**Run 1: M3 wires**

The bar under the picture is 10 microns long.
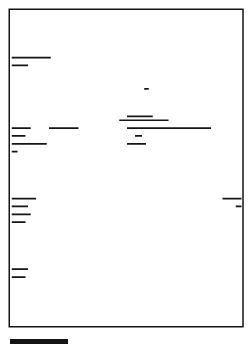
**Run 1: routing congestion**

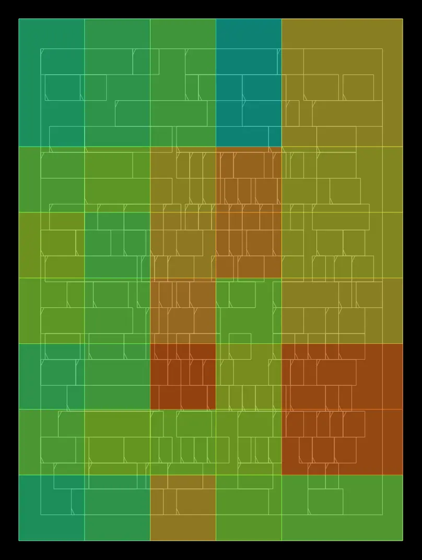
**Run 1: signal wires on met2**

Cells faint in the background.
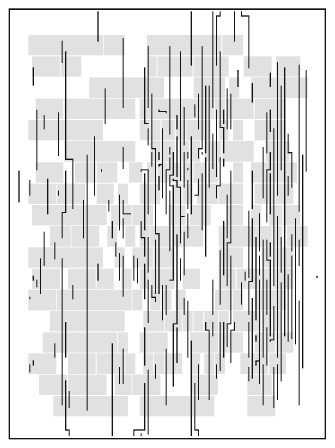
**Run 1: gate-type map**

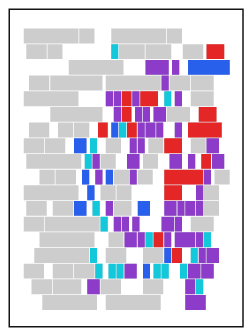
$ cat src/rtl/prio_enc_hs.sv
// prio_enc_hs: registered, parametrised active-low priority encoder with a
// valid/ready output handshake.
//
// Samples WIDTH active-low request lines every cycle and grants the
// highest-index unmasked pending request. A granted code is held on out_N
// until the consumer accepts it (valid && ready at CLK). Further grants can
// follow back-to-back without an idle cycle.
//
// Optional feature (compile-time macro EDGE_LATCH_EN):
//   defined   - each request bit is latched on its falling edge into a sticky
//               pending bit that clears only when that index is accepted.
//   undefined - level mode: a request is pending while its line is held low.
//
// Ports:
//   CLK    in   system clock, rising edge
//   RST_N  in   asynchronous active-low reset
//   EI_N   in   enable in, active low; 1 blocks new grants and aborts a grant
//   in_N   in   [WIDTH-1:0] request lines, active low, bit WIDTH-1 highest
//   mask   in   [WIDTH-1:0] 1 = request excluded from selection
//   out_N  out  [CODE_W-1:0] granted index, active low (~idx)
//   GS_N   out  group select, active low, equals ~valid
//   EO_N   out  enable out, active low; 0 = enabled, idle, nothing eligible
//   valid  out  out_N holds a granted code
//   ready  in   consumer accepts the code when valid && ready at CLK
module prio_enc_hs #(
    parameter int unsigned  WIDTH  = 8,
    localparam int unsigned CODE_W = (WIDTH > 1) ? $clog2(WIDTH) : 1
) (
    input  logic              CLK,
    input  logic              RST_N,
    input  logic              EI_N,
    input  logic [WIDTH-1:0]  in_N,
    input  logic [WIDTH-1:0]  mask,
    output logic [CODE_W-1:0] out_N,
    output logic              GS_N,
    output logic              EO_N,
    output logic              valid,
    input  logic              ready
);

    typedef enum logic {StIdle, StGrant} state_t;

    state_t            state_q;
    logic [WIDTH-1:0]  in_q;
    logic [CODE_W-1:0] out_q;
    logic              valid_q;
    logic              eo_q;

    logic [WIDTH-1:0]  pend;
    logic [WIDTH-1:0]  elig;
    logic [WIDTH-1:0]  elig_next;
    logic [WIDTH-1:0]  acc_oh;
    logic [CODE_W-1:0] idx;
    logic [CODE_W-1:0] idx_next;
    logic              any_elig;
    logic              any_next;
    logic              accept;

    // Highest set bit wins; later loop iterations overwrite earlier ones.
    function automatic logic [CODE_W-1:0] top_idx(input logic [WIDTH-1:0] v);
        logic [CODE_W-1:0] r;
        r = '0;
        for (int i = 0; i < int'(WIDTH); i++) begin
            if (v[i]) begin
                r = CODE_W'(i);
            end
        end
        return r;
    endfunction

    assign accept = valid_q & ready;
    // One-hot of the index currently presented (out_N is its complement).
    assign acc_oh = {{(WIDTH-1){1'b0}}, 1'b1} << (~out_q);

`ifdef EDGE_LATCH_EN
    logic [WIDTH-1:0] in_qq;
    logic [WIDTH-1:0] pend_q;
    logic [WIDTH-1:0] fall;

    assign fall = in_qq & ~in_q;
    // A fresh falling edge is visible to selection in the same cycle it is seen.
    assign pend = pend_q | fall;

    always_ff @(posedge CLK or negedge RST_N) begin
        if (!RST_N) begin
            in_qq  <= '1;
            pend_q <= '0;
        end else begin
            in_qq  <= in_q;
            // Set wins over clear when both hit the same bit.
            pend_q <= (pend_q & ~(accept ? acc_oh : '0)) | fall;
        end
    end
`else
    assign pend = ~in_q;
`endif

    assign elig      = pend & ~mask;
    assign any_elig  = |elig;
    assign idx       = top_idx(elig);
    // Candidates for a back-to-back reload exclude the index being accepted.
    assign elig_next = elig & ~acc_oh;
    assign any_next  = |elig_next;
    assign idx_next  = top_idx(elig_next);

    always_ff @(posedge CLK or negedge RST_N) begin
        if (!RST_N) begin
            in_q    <= '1;
            state_q <= StIdle;
            out_q   <= '1;
            valid_q <= 1'b0;
            eo_q    <= 1'b1;
        end else begin
            in_q <= in_N;
            eo_q <= (state_q != StIdle) || EI_N || any_elig;
            case (state_q)
                StIdle: begin
                    if (!EI_N && any_elig) begin
                        state_q <= StGrant;
                        out_q   <= ~idx;
                        valid_q <= 1'b1;
                    end
                end
                StGrant: begin
                    if (EI_N) begin
                        state_q <= StIdle;
                        out_q   <= '1;
                        valid_q <= 1'b0;
                    end else if (accept) begin
                        if (any_next) begin
                            out_q <= ~idx_next;
                        end else begin
                            state_q <= StIdle;
                            out_q   <= '1;
                            valid_q <= 1'b0;
                        end
                    end
                end
                default: begin
                    state_q <= StIdle;
                    out_q   <= '1;
                    valid_q <= 1'b0;
                end
            endcase
        end
    end

    assign out_N = out_q;
    assign valid = valid_q;
    assign GS_N  = ~valid_q;
    assign EO_N  = eo_q;

endmodule

$ cat config.mk
export PLATFORM = sky130hd
export DESIGN_NAME = prio_enc_hs
export DESIGN_NICKNAME = d
export VERILOG_FILES = /design/src/rtl/prio_enc_hs.sv
export SDC_FILE = /design/constraint.sdc
export NUM_CORES = 1
export LEC_CHECK = 0
export ABC_AREA = 1
export CAP_MARGIN = 20
export CORE_ASPECT_RATIO = 1.4
export CORE_MARGIN = 2
export CORE_UTILIZATION = 44
export CTS_CLUSTER_DIAMETER = 60
export DETAILED_ROUTE_END_ITERATION = 12
export PLACE_DENSITY_LB_ADDON = 0.05
export SKIP_CTS_REPAIR_TIMING = 1
export SLEW_MARGIN = 20
export SYNTH_ARGS = -nofsm -noshare
export SYNTH_HDL_FRONTEND = slang
export SYNTH_SLANG_ARGS = --single-unit
$ cat constraint.sdc
create_clock -name CLK -period 1.5 [get_ports CLK]
set_input_delay 0.3 -clock CLK [delete_from_list [all_inputs] [get_ports CLK]]
set_output_delay 0.3 -clock CLK [all_outputs]
set_load 0.03 [all_outputs]
==> GITHUB_STEP_SUMMARY, run 1 <==
### Metrics collected by this job

| Metric | Value |
|---|---|
| Core area | `between 1500 and 2000 sq um` |
| Failing checks | `negative setup slack` |
| Crit. path cell count | `7` |
| CP Launch Point | `out_N[1]$_DFFE_PN1P_` |
| Crit path to | `valid$_DFFE_PN0P_` |
| Yosys top cell by instances | `nand2_1` |
| Die Span X | `40.3 microns` |
| FFs & Latches | `14` |
| Top cell type by total area after synthesis | `dfstp_2` |
| Post-synth EDFFs | `0` |
| MI comb area | `roughly 430 sq um` |
| Die Y | `54.8 microns` |
| PwrDens | `1470 nW/um^2` |
| Clock buf count | `4` |
| Flop2flop setup slack | `-0.07 ns` |
| Area share of buffers outside the clock network | `roughly 30%` |
| Comb pwr share | `a little over half` |
| DRT Pass-1 Iters | `4` |
| Final Max Slew Viols | `0` |
| Slew HR | `between 70 and 80%` |
| Yosys Instances | `approximately 110` |
| Number of max-cap violations | `0` |
| RSZ-0062 raised after global routing | `true` |
| WL met3 | `about 75 microns` |
| Met1 Usage GRT | `a little under a quarter` |
| Hold WS | `around 0.32 ns` |
| Metal-1 WL | `around 800 microns` |
| Clock root buffer master | `clkbuf_4` |
| Crit Path Class | `reg2reg` |
| Clock network area share | `under 10%` |
| Status | `complete, but fails checks` |
| Count of tool warnings | `27` |
| Cell Area, Synth | `812 sq um` |
| Multi-input gate count | `75` |
| Nonclk inv count | `18` |
| Yosys Chip Area | `a little over 800 sq um` |
| Placer congestion estimate | `~0.80` |
| Placed cells | `between 150 and 200` |
| Setup violators final | `2` |
| Clock network fraction of design power | `a little over an eighth` |
| Seq. pwr | `0.621 mW` |
| Biggest area cells | `dfstp_2, nand2_1, inv_1, dfrtp_1, o21ai_2` |
| H-tree depth | `1` |
| CP Capture Type | `flop` |
| Post-synth regs | `14` |
| Via-per-instance ratio | `between 4 and 5` |
| Clock-pin slew of the registers on the worst-case setup and hold paths | `roughly 0.080 ns` |
| Worst path slowest cell | `dfstp_2` |
| Setup slack at placement | `-0.207 ns` |
| Detailed-route DRC error count | `0` |
| Cell area after layout | `between 1000 and 1500 sq um` |
| Ant diodes | `0` |
| CP bufs+invs | `0` |
| Gate Count Post-Synth | `about 110` |
| Num rows | `18` |
| Critical path's top delay family | `flip-flops` |
| Max power group | `combinational cells` |
| Highest clock rate | `between 600 and 700 MHz` |
| Clock group | `around 0.26 mW` |
| Switching Share | `a little over two fifths` |
| Setup tns final | `-0.0749 ns` |
| Cts bufs inserted | `3` |
| Commonest flop | `dfstp_2` |
| Worst-Margin Slew | `approximately 0.32 ns` |
| Yosys top cell area share | `38.8%` |
| Wire length on met2 | `1.17 mm` |
| Reg2reg start | `out_N[1]$_DFFE_PN1P_` |
| Layout cells sized above 1 | `approximately two fifths` |
| Setup WS post-layout | `-0.0707 ns` |
| R2R depth | `7` |
| CTS Sinks | `14` |
| Synth cell types | `17` |
Notes on 'M3 wires' above:
nets with wire on the layer	19
wire length on this layer	75.9 microns
longest straight run	14.3 microns

Notes on 'routing congestion' above:
most used routing layer: met2
Util after Layout: 74.1%
GRT Overall Usage: 19.3%
average wire per standard cell: 12.0 microns
M3 GR Usage: 2.44%

Notes on 'signal wires on met2' above:
wire length on this layer	1,170 microns
main direction	vertical
share of all routed wire	57%
M2 GR Usage: 35.8%
Routed WL: 2.07 mm
DR vias: 830

Notes on 'gate-type map' above:
family	colour	cells	most used
inverting AOI/OAI gates	red	14	o21ai_2
NOR gates	blue	10	nor2_1
inverters	cyan	18	inv_1
NAND gates	purple	50	nand2_1
final std cells w/o fill: 172
logic share of the area: 32.9%
Commonest Layout Cell: nand2_1

-- run 1: cell usage in the layout, fill, tap and decap left out, types with 3 or more instances in the layout --
cell             count
nand2_1             31
clkdlybuf4s50_1     19
inv_1               17
buf_4               16
dfstp_2             12
nand2_2             11
nor2_1               6
o21ai_2              5
buf_6                4
o21ai_1              3
nand3_1              3
nor2_2               3
a21oi_1              3
clkbuf_4             3
-- run 1: kinds of logic after synthesis --
kind of cell           synth area share (%)
and+or+nand+nor                        33.0
buffers and inverters                  8.32
AOI/OAI and AO/OA                      13.7
DFF                                    45.0
-- run 1: sequential cells by signal (all words and copies together) (netlist names) --
signal   count
EO_N         1
in_q         8
valid        1
state_q      1
out_N        3
==> inputs of run 2 (changes only) <==
- CORE_MARGIN: 2 -> not set
**Run 2: routing congestion**

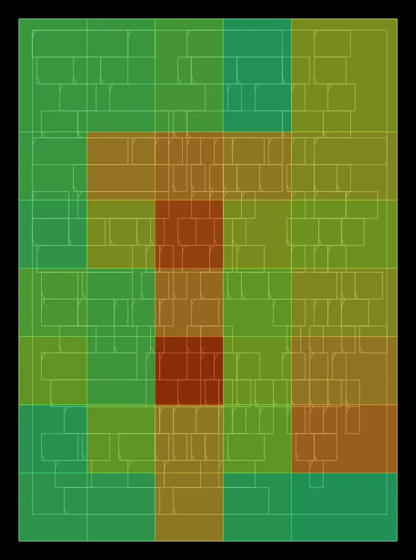
Util after Layout: 71.1%
GRT Overall Usage: 22.1%
M2 GR Usage: 40.7%
M3 GR Usage: 1.28%
average wire per standard cell: 11.3 microns

**Run 2: M3 wires**

The bar under the picture is 10 microns long.
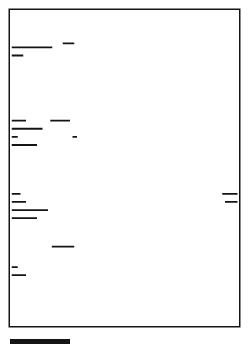
nets with wire on the layer	15
longest straight run	6.40 microns
wire length on this layer	47.5 microns
main direction	horizontal

==> run 2 against run 1 <==
The run still ends with negative setup slack left. Die size fell by 8.4%. Register-to-register slack improved by 0.05 ns. Via count rose by 0.12%. Final cell count fell by 1.2%. Utilization fell by 3.1 points. Sequential cell count did not move. Synthesized area did not move. Global-route usage rose by 2.8 points.
==> GITHUB_STEP_SUMMARY, run 2 <==
### Metrics collected by this job

| Metric | Value |
|---|---|
| Ys Warns | `0` |
| Met1 Usage GRT | `23.6% (+1.1 points)` |
| Static Leak | `around 0.65 nW` |
| Clock Skews | `around 0.0015 ns` |
| Yosys Instances | `107 (unchanged)` |
| CP Launch Type | `flop` |
| PwrDens | `1450 nW/um^2 (-1.6%)` |
| Number of global-route vias before repair | `around 800` |
| Ant diodes | `0 (unchanged)` |
| Commonest Layout Cell | `nand2_1` |
| Largest net degree at the start of global routing | `15` |
| Biggest area cells | `dfstp_2, nand2_1, inv_1, dfrtp_1, o21ai_2` |
| Clock-pin slew of the registers on the worst-case setup and hold paths | `0.08 ns (about the same)` |
| Die Span X | `38.3 microns (-5.0%)` |
| Critical path's top delay family | `flip-flops` |
| Most used routing layer | `met2` |
| Final Hold Vio Count | `0` |
| Setup slack at placement | `-0.196 ns (+0.0109 ns)` |
| Internal power | `~1 mW` |
| Most frequent CP cell | `o21ai_2` |
| Commonest flop | `dfstp_2` |
| DR vias | `831 (+0.12%)` |
| Routed WL | `1.92 mm (-6.9%)` |
| Placer congestion estimate | `0.810 (+1.1%)` |
| Top Layout Cells | `nand2_1, clkdlybuf4s50_1, inv_1, buf_4, dfstp_2` |
| Flop area | `between 300 and 400 sq um` |
| Cell Area, Synth | `812 sq um (unchanged)` |
| CP Capture Type | `flop` |
| Part of the cycle the worst path needs | `101%` |
| Max power group | `combinational cells` |
| Tmin final | `1.52 ns` |
| Worst path slowest cell | `dfstp_2` |
| Commonest cells post-synth | `nand2_1, inv_1, dfstp_2` |
| CP max FO | `6` |
| Setup violators final | `1 (-1)` |
| Worst stage delay on the critical path | `0.61 ns` |
| Highest clock rate | `657 MHz (+3.3%)` |
| Reg2Reg Capture Point | `valid$_DFFE_PN0P_` |
| First-pass GRT wire length | `3.05 mm` |
| Syn-to-layout area delta | `53.8%` |
| Yosys top cell by instances | `nand2_1` |
| Switching Share | `43.3% (-0.37 points)` |
| Clock root buffer master | `clkbuf_4` |
| Port Buf Inserts | `25` |
| Yosys Chip Area | `812 sq um (unchanged)` |
| Nets | `171` |
| Detailed-route DRC error count | `0 (unchanged)` |
| Flop2flop setup slack | `-0.02 ns (+0.05 ns)` |
| Slew HR | `78.8% (about the same)` |
| DRT Pass-1 Iters | `3 (-1)` |
| Post-synth regs | `14 (unchanged)` |
| Top cell type by total area after synthesis | `dfstp_2` |
| RSZ-0062 raised after global routing | `true` |
| Final std cells w/o fill | `170 (-1.2%)` |
| Worst skew pair latency | `around 0.28 ns` |
| Final Max Slew Viols | `0 (unchanged)` |
| Cts bufs inserted | `3 (unchanged)` |
| CP Cell Sequence | `nand2_2, o21ai_2, nand2_1, o21ai_2, nand2_2, o21ai_2, nand2_1` |
| Via-per-instance ratio | `4.89 (+1.3%)` |
| Number of max-cap violations | `0 (unchanged)` |
| R2R depth | `7 (unchanged)` |
| Crit Path Class | `reg2reg` |
| Crit path to | `valid$_DFFE_PN0P_` |
| GRT Residual Overflow | `0` |
| Number of nets with antenna violations after routing | `0` |
| Die Size | `~2000 sq um` |
| Psw | `0.783 mW` |
| Crit. path cell count | `7 (unchanged)` |
| Largest Register | `in_q` |
| Design Power | `between 1.5 and 2 mW` |
| CTS Sinks | `14 (unchanged)` |
| Post-synth EDFFs | `0 (unchanged)` |
| Core area | `1760 sq um (unchanged)` |
| Clock buffer depth | `2` |
| Placed cells | `165 (unchanged)` |
| Cell area after layout | `1250 sq um (-4.1%)` |
| Hold WS | `0.316 ns (-0.00868 ns)` |
| Filler cells | `between 150 and 200` |
| Clock tree from TritonCTS | `yes` |
| Seq. pwr | `0.613 mW (-1%)` |
| Number of flip-flops under the largest register name | `8 (unchanged)` |
| Yosys top cell area share | `38.8% (unchanged)` |
| Top Ports | `26` |
| Synth cell types | `17 (unchanged)` |
| Setup tns final | `-0.0210 ns (+0.0539 ns)` |
| CP bufs+invs | `0 (unchanged)` |
| Register area share after synthesis | `~45%` |
| Power share of the sequential group | `between 30% and 40%` |
| Failing checks | `negative setup slack` |
| Iter 0 DRT Violations | `8` |
| Comb pwr share | `51.6% (-2.7 points)` |
| Ys async rst share | `100%` |
| Mean post-synth cell area | `between 7 and 8 sq um` |
| Clock network fraction of design power | `14.5% (+1.2 points)` |
| Max VDD drop | `around 1100 uV` |
| Reg2reg start | `out_N[0]$_DFFE_PN1P_` |
| Placed Area | `roughly 1200 sq um` |
| Layout cells sized above 1 | `38.0% (-3.4 points)` |
| CP Launch Point | `out_N[0]$_DFFE_PN1P_` |
| Synth Net Count | `~130` |
| MI comb area | `400 sq um (-6.4%)` |
| Initial Util | `roughly 46%` |
| Setup WS post-layout | `-0.0210 ns (+0.0498 ns)` |
| Critical Path AT | `about 1.7 ns` |
| Total combinational power | `0.934 mW` |
| Count of tool warnings | `27 (unchanged)` |
| Worst-Margin Slew | `0.318 ns (-0.00107 ns)` |
| Clock group | `0.262 mW (+3%)` |
| H-tree depth | `1 (unchanged)` |
| Critical path data required time | `about 1.7 ns` |
| DP Wirelength | `1.63 mm` |
| Num rows | `18 (unchanged)` |
| Die Y | `52.8 microns (-3.6%)` |
| Antenna violations before repair | `0` |
| Status | `complete, but fails checks` |
| Gate Count Post-Synth | `107 (unchanged)` |
| Hold Path Class | `in2async` |
## run 2: logic make-up (layout without fill, tap and decap cells)
| logic type | Yosys count | in the layout | synth area share, % |
|---|---|---|---|
| AND-OR/OR-AND | 15 | 15 | 13.7 |
| flip-flops | 14 | 14 | 45.0 |
| AND/OR/NAND/NOR | 60 | 60 | 33.0 |
| buffers and inverters | 18 | 61 | 8.32 |
## run 2: layout make-up
cell class	count	area share (%)
inverters	18	5.41
multi-input cells	75	32.1
repair buffers	39	28.4
well taps	20	2.00
flip-flops and latches	14	29.3
clock buffers	4	2.91
## run 2: per-layer routing
layer | wire [microns] | vias to the layer above
met3 | 47 | 5
met5 | 0 | -
li1 | - | 420
met4 | 46 | 0
met2 | 1080 | 17
met1 | 750 | 389
Power and IR drop assume default switching activity.
